File: src/rtl/pc_fetch_pkg.sv
// Shared definitions for the PC / instruction-fetch block: reset PC, step size
// and the fetch controller state encoding.
package pc_fetch_pkg;

    localparam logic [31:0] RESET_PC_DEF = 32'h0000_0000;
    localparam logic [31:0] PC_STEP_DEF  = 32'd4;

    typedef enum logic [1:0] {
        FETCH_IDLE = 2'd0,
        FETCH_REQ  = 2'd1,
        FETCH_DROP = 2'd2,
        FETCH_WAIT = 2'd3
    } fetch_state_e;

    function automatic logic [31:0] align_word(input logic [31:0] a);
        return {a[31:2], 2'b00};
    endfunction

endpackage

File: src/rtl/pc_fetch_fsm.sv
// Fetch controller state machine: tracks whether a memory request is
// outstanding, being discarded (DROP) or parked behind a full output slot.
module pc_fetch_fsm
    import pc_fetch_pkg::*;
(
    input  logic         clk,
    input  logic         rst,
    input  logic         i_pcload,
    input  logic         i_ack,
    input  logic         i_stall,
    output fetch_state_e o_state,
    output logic         o_req
);

    fetch_state_e r_state;
    fetch_state_e w_next;

    always_ff @(posedge clk or posedge rst) begin
        if (rst) r_state <= FETCH_IDLE;
        else     r_state <= w_next;
    end

    always_comb begin
        w_next = r_state;
        case (r_state)
            FETCH_IDLE: w_next = FETCH_REQ;
            FETCH_REQ: begin
                // An ack that cannot be delivered (stall) parks the fetcher;
                // the pc is only advanced when the word is actually captured.
                if (i_ack) begin
                    if (!i_pcload && i_stall) w_next = FETCH_WAIT;
                end else if (i_pcload) begin
                    w_next = FETCH_DROP;
                end
            end
            FETCH_DROP: if (i_ack) w_next = FETCH_REQ;
            FETCH_WAIT: if (i_pcload || !i_stall) w_next = FETCH_REQ;
            default:    w_next = FETCH_IDLE;
        endcase
    end

    always_comb begin
        o_state = r_state;
        o_req   = (r_state == FETCH_REQ) || (r_state == FETCH_DROP);
    end

endmodule

File: src/rtl/pc_fetch.sv
// Program counter plus instruction fetch: issues req/ack fetches at the PC,
// applies redirects, and holds one fetched instruction for decode.
module pc_fetch
    import pc_fetch_pkg::*;
#(
    parameter logic [31:0] RESET_PC = RESET_PC_DEF,
    parameter logic [31:0] PC_STEP  = PC_STEP_DEF
) (
    input  logic        clk,
    input  logic        rst,
    input  logic        pcload,
    input  logic [31:0] pcaddr,
    input  logic        stall,
    output logic        imem_req,
    output logic [31:0] imem_addr,
    input  logic        imem_ack,
    input  logic [31:0] imem_rdata,
    output logic        if_valid,
    output logic [31:0] if_instr,
    output logic [31:0] if_pc
);

    fetch_state_e w_state;
    logic         w_req;
    logic [31:0]  w_target;
    logic         w_slot_free;
    logic         w_capture;
    logic         w_unused;

    logic [31:0]  r_pc;
    logic [31:0]  r_redir;
    logic         r_valid;
    logic [31:0]  r_instr;
    logic [31:0]  r_ipc;

    pc_fetch_fsm u_fsm (
        .clk      (clk),
        .rst      (rst),
        .i_pcload (pcload),
        .i_ack    (imem_ack),
        .i_stall  (stall),
        .o_state  (w_state),
        .o_req    (w_req)
    );

    assign w_target    = align_word(pcaddr);
    assign w_unused    = ^pcaddr[1:0];
    assign w_slot_free = !r_valid || !stall;
    assign w_capture   = (w_state == FETCH_REQ) && imem_ack && !pcload && w_slot_free;

    always_ff @(posedge clk or posedge rst) begin
        if (rst) begin
            r_pc    <= RESET_PC;
            r_redir <= RESET_PC;
        end else begin
            case (w_state)
                FETCH_IDLE: if (pcload) r_pc <= w_target;
                FETCH_REQ: begin
                    if (imem_ack) begin
                        if (pcload)           r_pc <= w_target;
                        else if (w_slot_free) r_pc <= r_pc + PC_STEP;
                    end else if (pcload) begin
                        r_redir <= w_target;
                    end
                end
                FETCH_DROP: begin
                    if (pcload) r_redir <= w_target;
                    if (imem_ack) r_pc <= pcload ? w_target : r_redir;
                end
                FETCH_WAIT: if (pcload) r_pc <= w_target;
                default:    r_pc <= RESET_PC;
            endcase
        end
    end

    // Output slot: a redirect flushes it, otherwise it fills on capture and
    // empties once decode accepts.
    always_ff @(posedge clk or posedge rst) begin
        if (rst) begin
            r_valid <= 1'b0;
            r_instr <= 32'd0;
            r_ipc   <= 32'd0;
        end else if (pcload) begin
            r_valid <= 1'b0;
        end else if (w_capture) begin
            r_valid <= 1'b1;
            r_instr <= imem_rdata;
            r_ipc   <= r_pc;
        end else if (r_valid && !stall) begin
            r_valid <= 1'b0;
        end
    end

    assign imem_req  = w_req;
    assign imem_addr = r_pc;
    assign if_valid  = r_valid;
    assign if_instr  = r_instr;
    assign if_pc     = r_ipc;

endmodule

File: config.mk
export PLATFORM = sky130hd
export DESIGN_NAME = pc_fetch
export DESIGN_NICKNAME = d
export VERILOG_FILES = /design/src/rtl/pc_fetch_pkg.sv /design/src/rtl/pc_fetch_fsm.sv /design/src/rtl/pc_fetch.sv
export SDC_FILE = /design/constraint.sdc
export NUM_CORES = 1
export LEC_CHECK = 0
export CAP_MARGIN = 20
export CORE_ASPECT_RATIO = 0.75
export CORE_UTILIZATION = 50
export DETAILED_ROUTE_END_ITERATION = 16
export GPL_TIMING_DRIVEN = 1
export PLACE_DENSITY = 0.81
export SETUP_SLACK_MARGIN = 0.15
export SLEW_MARGIN = 20
export SYNTH_ARGS = -nofsm -noshare
export SYNTH_HDL_FRONTEND = slang
export SYNTH_SLANG_ARGS = --single-unit
File: constraint.sdc
create_clock -name clk -period 5.8 [get_ports clk]
set_input_delay 1.16 -clock clk [delete_from_list [all_inputs] [get_ports clk]]
set_output_delay 1.16 -clock clk [all_outputs]
set_load 0.1 [all_outputs]
**Run 1: routing congestion map**

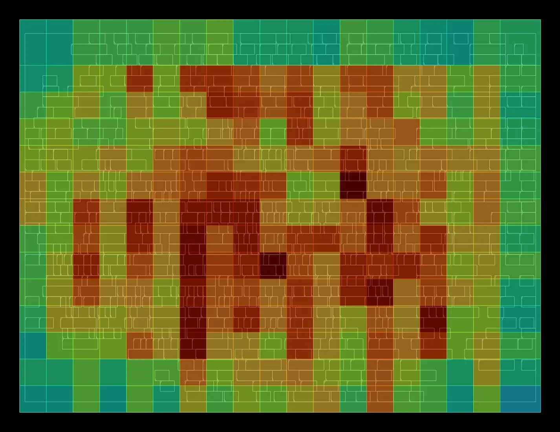
routed len/inst: 20.4 microns
gr usage total: 28.9%
Layout Utilization: 71.3%
met2 Track Usage GR: 47.1%

**Run 1: placement density heat map**

(2 px per micron) 13 x 10 tiles, from white (low) to dark blue (high), 0 to 100% covered.
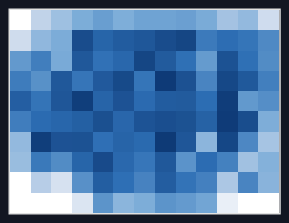
The emptiest ninth of the die: south-west. The fullest tile reaches 96%. 42% of the tiles are over 75% full.
fp util: 52.5%
CORE AREA: 0.0126 sq mm

==> reports/metrics.yaml, run 1 <==
lay_top_cells: "163 x clkdlybuf4s50_1, 131 x dfrtp_1, 101 x mux2_2"
routed_wl_mm: 18.9
cts_setup_buffers: 0
ys_area_sq_mm: 0.00660
end_kind: "output port"
root_buffer: "clkbuf_16"
outcome: "finished, final reports clean"
setup_tns_ns: 0
worstReg2RegEnd: "u_fsm.o_state[1]"
avgSynthCellArea_sq_um: 10.9
r2r_cells: 7
ys_warn_count: 0
syn_inst: 604
max_slew_margin_pct: 28.7
cts-resized-gates: 0
synth.cell_area_sq_mm: 0.00660
finalMaxSlewViolations: 0
fin_crit_sh_pct: 75.4
die_width_microns: 135
final.min_clock_period_ns: 4.37
place.gp.congestion: 0.935
row_count: 35
area_growth_syn_to_layout_pct: 35.7
worstPathMaxFanout: 27
hold-path-endpoint: "if_pc[23]"
critPathMaxStageDelay_ns: 1.05
detail-route-antenna-nets: 0
cts-hold-fix-buffers: 0
crit_top_cell: "inv_1"
r2r_slack_ns: 2.42
hp-class: "flip-flop to flip-flop"
warning_count: 30
ys_ff: 131
via_per_inst: 6.16
dp_hpwl_mm: 12.4
path_depth: 4
dieArea_sq_mm: 0.0137
yosys.stat.seqShare_pct: 49.7
clk_pin_slew_ns: 0.06
cpMaxStageDelayCell: "clkdlybuf4s50_1"
drive_gt1_share_pct: 20.3
numPortBuffers: 164
cp.arrival_ns: 3.21
cts_buffers: 17
crit_family: "buffers and inverters"
path_cells: "inv_1 > ha_1 > inv_1 > clkdlybuf4s50_1"
grt_pass1_vias: 5743
drc: 0
cts.sinks: 131
critPathLaunchType: "flip-flop"
holdWs_ns: 0.489
drt_iter0_drc: 685
drt_pass1_iterations: 7
ys.flop_type: "dfrtp_1"
grt_max_degree: 71
netlist-cell-type-count: 53
grt-ovfl-total: 0
finClkSkew_ns: 0.0123
maxCapViolations: 0
**Run 1: routed clock nets over the placement**

(4 px per micron)
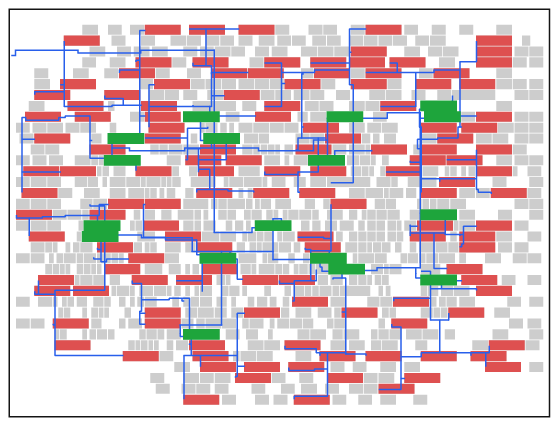
Blue stands for clock wires, length 1680 microns. Red stands for flip-flops, count 131. Green stands for cells driving clock nets, count 17.
There are 18 routed clock nets. Position of the flops: spread over the die.
Latency at later pin: 0.43 ns

-- run 1: synthesized netlist by cell type, drive strengths merged (2+ instances only) --
cell / count / area (sq um)
o211ai: 4 / 30.0
mux2: 101 / 1140
o311ai: 3 / 26.3
a221o: 6 / 60.1
ha: 4 / 50.1
a21o: 2 / 15.0
nor4: 6 / 58.8
o21ai: 64 / 320
or4: 2 / 18.8
nand2: 42 / 158
a22o: 14 / 123
and4: 3 / 26.3
nand4: 10 / 75.1
nand3: 17 / 97.6
and2: 3 / 18.8
buf: 16 / 73.8
a21oi: 7 / 35.0
and3: 6 / 37.5
inv: 18 / 67.6
clkbuf: 27 / 103
a211oi: 2 / 15.0
dfrtp: 131 / 3280
xnor2: 6 / 52.6
nor2b: 8 / 50.1
mux2i: 2 / 20.0
a222oi: 3 / 30.0
a22oi: 22 / 165
xor2: 7 / 61.3
a221oi: 7 / 61.3
nor3: 15 / 80.1
a32o: 3 / 30.0
a41oi: 2 / 17.5
a31oi: 5 / 31.3
nor2: 26 / 97.6
-- run 1: layer usage --
| metal | up-vias | track usage, % | part of all wire [%] | wire length, microns |
|---|---|---|---|---|
| li1 | 2529 | - | - | - |
| met2 | 313 | 47.1 | 49 | 9260 |
| met1 | 2834 | 37.8 | 40 | 7670 |
| met3 | 43 | 6.36 | 8.7 | 1640 |
| met4 | 0 | 11.7 | 1.9 | 362 |
| met5 | - | 0 | 0 | 0 |
-- run 1: area by class of cell --
class	instances	area, sq um
inverters	18	70.1
flip-flops and latches	131	3280
fillers	839	3610
repair buffers	170	1680
well taps	166	208
clock buffers	18	439
clock inverters	14	178
multi-input cells	412	3100
-- run 1: worst min-delay path: cells and delay by family, from the launching register on --
family,cells,cell delay (ns)
AND-OR/OR-AND,1,0.06
flip-flops,1,0.34
AND/OR/NAND/NOR,1,0.05
-- run 1: kinds of logic (layout without fill, tap and decap cells) --
group / count (synthesis) / count (layout) / synth area share [%]
DFF: 131 / 131 / 49.7
xor gates and xnor gates: 13 / 13 / 1.73
and+or+nand+nor: 143 / 143 / 11.5
adders and majority gates: 4 / 4 / 0.758
muxes: 103 / 103 / 17.5
AOI/OAI and AO/OA: 149 / 149 / 15.1
buffers and inverters: 61 / 220 / 3.70
-- run 1: sequential cells by signal, summed over array words and instances, names as in the netlist --
| signal | cells |
|---|---|
| if_instr | 32 |
| if_pc | 32 |
| if_valid | 1 |
| imem_addr | 32 |
| r_redir | 32 |
| u_fsm.o_state | 2 |
-- run 1: through the flow --
stage          util [%]  cell area, sq um  setup WS, ns  cells
3_3_place_gp       66.3              8340          1.96    897
5_1_grt            71.3              8960          1.32    929
2_1_floorplan         -              6600          1.14    604
3_5_place_dp       66.4              8340          1.92    897
6_report           71.3              8960          1.43    929
4_1_cts            71.3              8960          1.47    929
**Run 1: M4 wires**

(3 px per micron)
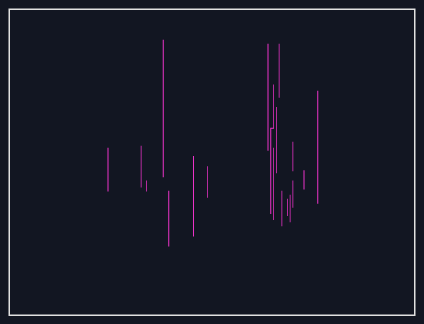

==> run 1 -> run 2 <==
==> constraint.sdc (replaced) <==
create_clock -name clk -period 4.35 [get_ports clk]
set_input_delay 0.87 -clock clk [delete_from_list [all_inputs] [get_ports clk]]
set_output_delay 0.87 -clock clk [all_outputs]
set_load 0.1 [all_outputs]
**Run 2: M4 wires**

(3 px per micron)
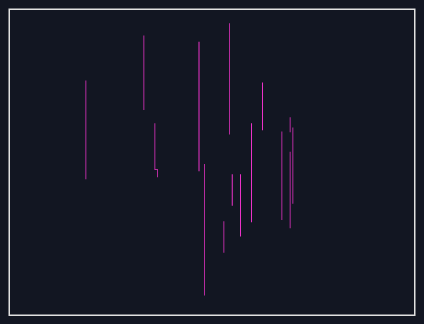
14 nets have wire on it. The layer holds 2.0% of the routed length.
Routed WL: 18.8 mm
via count: 5738

**Run 2: placement density heat map**

(2 px per micron) 13 x 10 tiles, from white (low) to dark blue (high), 0 to 100% covered.
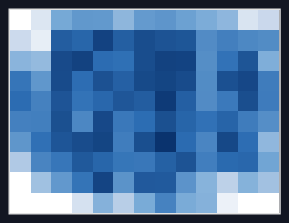
42% of the tiles are over 75% full. The mean over all tiles is 64%. 5.4% of the tiles are nearly empty. The fullest tile reaches 99%. The densest ninth of the die: centre.
Layout Utilization: 71.4%

==> run 2 against run 1 <==
Sequential share of layout area about the same. Via count increased by 0.33%. Core utilization rose by 0.080 points. Largest cell class unchanged. Non-clock buffer count is 5 higher. Synthesized cell count unchanged.
==> reports/metrics.yaml, run 2 <==
outcome: "finished, final reports clean"
finalMaxSlewViolations: 0
holdWs_ns: 0.503
detail-route-antenna-nets: 0
cts_setup_buffers: 0
fin_crit_sh_pct: 76.3
worst_pin_slew_ns: 1.03
clk_latency_ns: 0.41
top_cells_by_count: "131 x dfrtp_1, 101 x mux2_2, 63 x o21ai_0"
cts.sinks: 131
yosys.stat.seqShare_pct: 49.7
cp.arrival_ns: 2.45
warning_count: 30
final.min_clock_period_ns: 3.32
drt_iter0_drc: 481
lay_top_cells: "162 x clkdlybuf4s50_1, 131 x dfrtp_1, 101 x mux2_2"
top_area_share_pct: 49.7
grt_pass1_vias: 5653
die_width_microns: 135
track_usage_pct: 28.2
synth.cell_area_sq_mm: 0.00660
ys_ff: 131
finClkSkew_ns: 0.00732
worstPathMaxFanout: 27
row_count: 35
max_slew_margin_pct: 31.3
fp_util_pct: 52.5
io_pins: 167
drt_pass1_iterations: 6
grt_max_degree: 100
avgSynthCellArea_sq_um: 10.9
cts-hold-fix-buffers: 0
top_area_cell: "dfrtp_1"
end_kind: "output port"
enable_flop_cells: 0
hold_violations: 0
syn_inst: 604
area_leaders: "dfrtp_1 50%, mux2_2 17%, o21ai_0 4.8%"
wl_per_cell_microns: 20.1
root_buffer: "clkbuf_16"
via_per_inst: 6.14
ys.flop_type: "dfrtp_1"
netlist-cell-type-count: 53
cts-resized-gates: 0
hp-class: "flip-flop to flip-flop"
most_common_cell: "dfrtp_1"
place.gp.congestion: 0.951
critPathLaunchType: "flip-flop"
maxCapViolations: 0
dieArea_sq_mm: 0.0137
numPortBuffers: 164
grt-ovfl-total: 0
dp_hpwl_mm: 12.7
ys_area_sq_mm: 0.00660
core-area_sq_mm: 0.0126
clk_pin_slew_ns: 0.06
area_growth_syn_to_layout_pct: 35.9
setup_tns_ns: 0
drc: 0
ys_warn_count: 0
rsz0062_at_grt: "no"
drive_gt1_share_pct: 20.7
cts_buffers: 17
-- run 2: layout make-up --
cell class / instances / area, sq um
clock inverter: 11 / 103
fill: 857 / 3600
multi-input combinational: 412 / 3100
inverter: 18 / 71.3
clock buffer: 21 / 480
timing repair buffer: 175 / 1730
sequential: 131 / 3280
tap: 166 / 208
-- run 2: kinds of logic (layout without fill, tap and decap cells) --
kind of cell | after synthesis | after routing | share of synthesized area [%]
AND/OR/NAND/NOR | 143 | 143 | 11.5
adder cells (fa/ha/maj) | 4 | 4 | 0.758
buffers and inverters | 61 | 225 | 3.70
XOR/XNOR | 13 | 13 | 1.73
multiplexers | 103 | 103 | 17.5
flip-flops | 131 | 131 | 49.7
AND-OR/OR-AND | 149 | 149 | 15.1
-- run 2: path summary, 6_finish.rpt --
path                                  startpoint                to  slack [ns]  cells after the start
worst min register to register      if_instr[15]      if_instr[15]        0.50                      1
max in group asynchronous                    rst        r_redir[9]        2.45                      3
worst max register to register  u_fsm.o_state[0]  u_fsm.o_state[1]        1.19                      7
worst max-delay path            u_fsm.o_state[0]          imem_req        1.03                      4
min in group asynchronous                    rst      if_instr[23]        0.93                      2
worst min-delay path                if_instr[15]      if_instr[15]        0.50                      1
-- run 2: metrics by stage --
stage                     cells  setup WS [ns]  util, %  instance area (sq um)
after floorplan             604           1.77        -                   6600
after global placement      902           1.31     66.7                   8390
after detailed placement    902           1.24     66.7                   8390
after CTS                   934           1.02     71.4                   8970
after global routing        934          0.844     71.4                   8970
final                       934           1.03     71.4                   8970
-- run 2: worst max-delay path: stages (launching register included) --
cell and delay [ns]:
dfrtp_1 0.38, inv_1 0.08, ha_1 0.97, inv_1 0.28, buf_4 0.32
-- run 2: routing by layer --
layer	part of all wire, %	vias to the layer above	global-route usage [%]	routed length [microns]
met4	2.0	0	10.4	372
met3	7.4	33	6.56	1390
met1	42	2873	36.8	7880
met2	49	278	46.5	9120
li1	-	2554	-	-
met5	0	-	0	0
**Run 2: routed clock nets over the placement**

(4 px per micron)
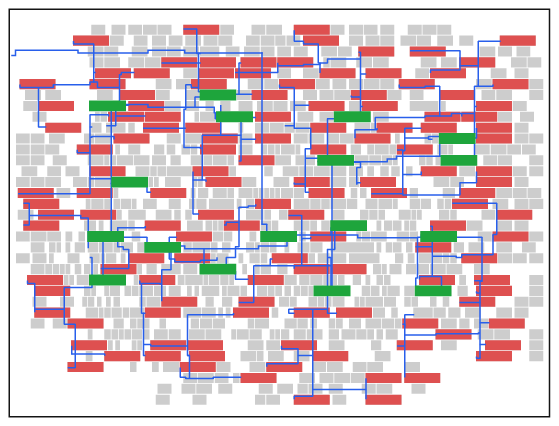

==> run 2 -> run 3 <==
==> constraint.sdc (replaced) <==
create_clock -name clk -period 3.09 [get_ports clk]
set_input_delay 0.618 -clock clk [delete_from_list [all_inputs] [get_ports clk]]
set_output_delay 0.618 -clock clk [all_outputs]
set_load 0.1 [all_outputs]
**Run 3: routed clock nets over the placement**

(4 px per micron)
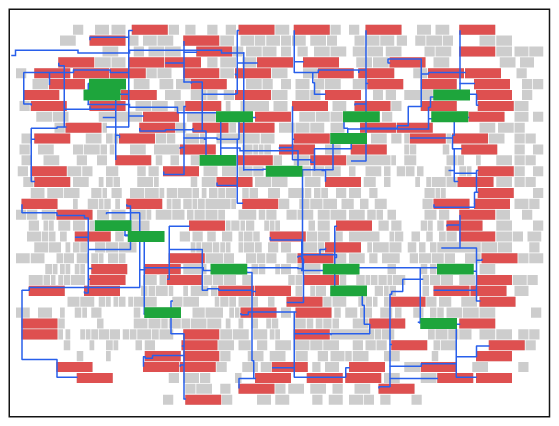
Blue stands for clock wires, length 1590 microns. Red stands for flip-flops, count 131. Green stands for cells driving clock nets, count 17.
Position of the flops: spread over the die. There are 18 routed clock nets.

**Run 3: M4 wires**

(3 px per micron)
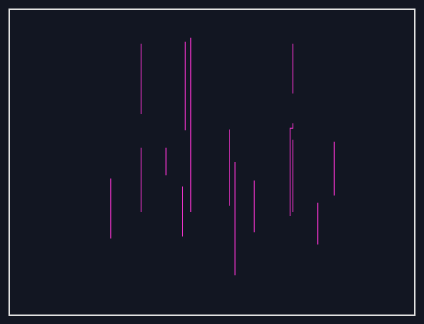
13 nets have wire on it. The longest straight run is 57.8 microns. The layer holds 1.9% of the routed length. The layer carries 359 microns of wire.

==> run 3 against run 2 <==
Sequential share of layout area is 0.37 points higher. Final cell count is 0.96% higher. Synthesized cell count stayed put. First-iteration DRC count is 7.7% lower. Core utilization is 0.71 points lower. Largest cell class unchanged.
==> reports/metrics.yaml, run 3 <==
area_growth_syn_to_layout_pct: 34.5
fin_crit_sh_pct: 86.7
lay_top_cells: "131 x dfrtp_1, 115 x buf_4, 101 x mux2_2"
io_pins: 167
warning_count: 30
cts.sinks: 131
grt_max_degree: 60
maxCapViolations: 0
clk_latency_ns: 0.41
via_per_inst: 6.04
holdWs_ns: 0.498
outcome: "finished, final reports clean"
wl_per_cell_microns: 19.7
fin_area_sq_mm: 0.00888
top_cells_by_count: "131 x dfrtp_1, 101 x mux2_2, 63 x o21ai_0"
setup_tns_ns: 0
enable_flop_cells: 0
ys_area_sq_mm: 0.00660
clk_pin_slew_ns: 0.06
ys.flop_type: "dfrtp_1"
area_leaders: "dfrtp_1 50%, mux2_2 17%, o21ai_0 4.8%"
dpl_cell_area_sq_mm: 0.00824
worstPathMaxFanout: 21
netlist-cell-type-count: 53
detail-route-antenna-nets: 0
ys_ff: 131
r2r_slack_ns: 0.48
ys_warn_count: 0
cts_buffers: 17
cts-hold-fix-buffers: 0
core-area_sq_mm: 0.0126
cts_setup_buffers: 0
vias: 5698
drc: 0
drive_gt1_share_pct: 34.0
track_usage_pct: 28.5
cp.arrival_ns: 2.06
numPortBuffers: 164
place.gp.congestion: 0.896
rsz0062_at_grt: "no"
grt_pass1_vias: 5589
cts-resized-gates: 0
row_count: 35
avgSynthCellArea_sq_um: 10.9
routed_wl_mm: 18.6
hold_violations: 0
dieArea_sq_mm: 0.0137
drt_pass1_iterations: 5
run 3: cell type report:
cell class,instances,area (sq um)
clock buffer,19,433
sequential,131,3280
timing repair buffer,184,1580
multi-input combinational,412,3100
fill,883,3690
tap,166,208
inverter,18,71.3
clock inverter,13,209
run 3: metrics by stage:
step | setup slack, ns | utilization [%] | std cells
after floorplan | 0.511 | - | 604
after global placement | 0.288 | 65.5 | 911
after detailed placement | 0.246 | 65.5 | 911
after CTS | 0.425 | 70.6 | 943
after global routing | 0.299 | 70.7 | 943
final | 0.411 | 70.7 | 943
run 3: worst max-delay path, cell delays in order, from the launching register on:
cell and delay [ns]:
dfrtp_1 0.38, inv_1 0.08, ha_1 0.43, buf_4 0.34, inv_1 0.15, buf_4 0.26
run 3: logic make-up (layout without fill, tap and decap cells):
logic type	after synthesis	count (layout)	share of synthesized area (%)
adders and majority gates	4	4	0.758
muxes	103	103	17.5
buffers and inverters	61	234	3.70
and+or+nand+nor	143	143	11.5
xor gates and xnor gates	13	13	1.73
AOI/OAI and AO/OA	149	149	15.1
DFF	131	131	49.7
run 3: per-layer routing:
metal | GRT usage (%) | share of wire [%] | vias to the layer above
met1 | 38.1 | 42 | 2824
met5 | 0 | 0 | -
met2 | 44.8 | 48 | 280
li1 | - | - | 2562
met4 | 10.4 | 1.9 | 0
met3 | 7.81 | 8.3 | 32
run 3: path summary, 6_finish.rpt:
check,start,endpoint,depth (start not counted)
worst max-delay path,u_fsm.o_state[0],imem_req,5
worst min-delay path,if_pc[23],if_pc[23],2
worst max register to register,u_fsm.o_state[1],imem_addr[27],8
worst min register to register,if_pc[23],if_pc[23],2
max in group asynchronous,rst,r_redir[9],3
min in group asynchronous,rst,if_instr[28],2
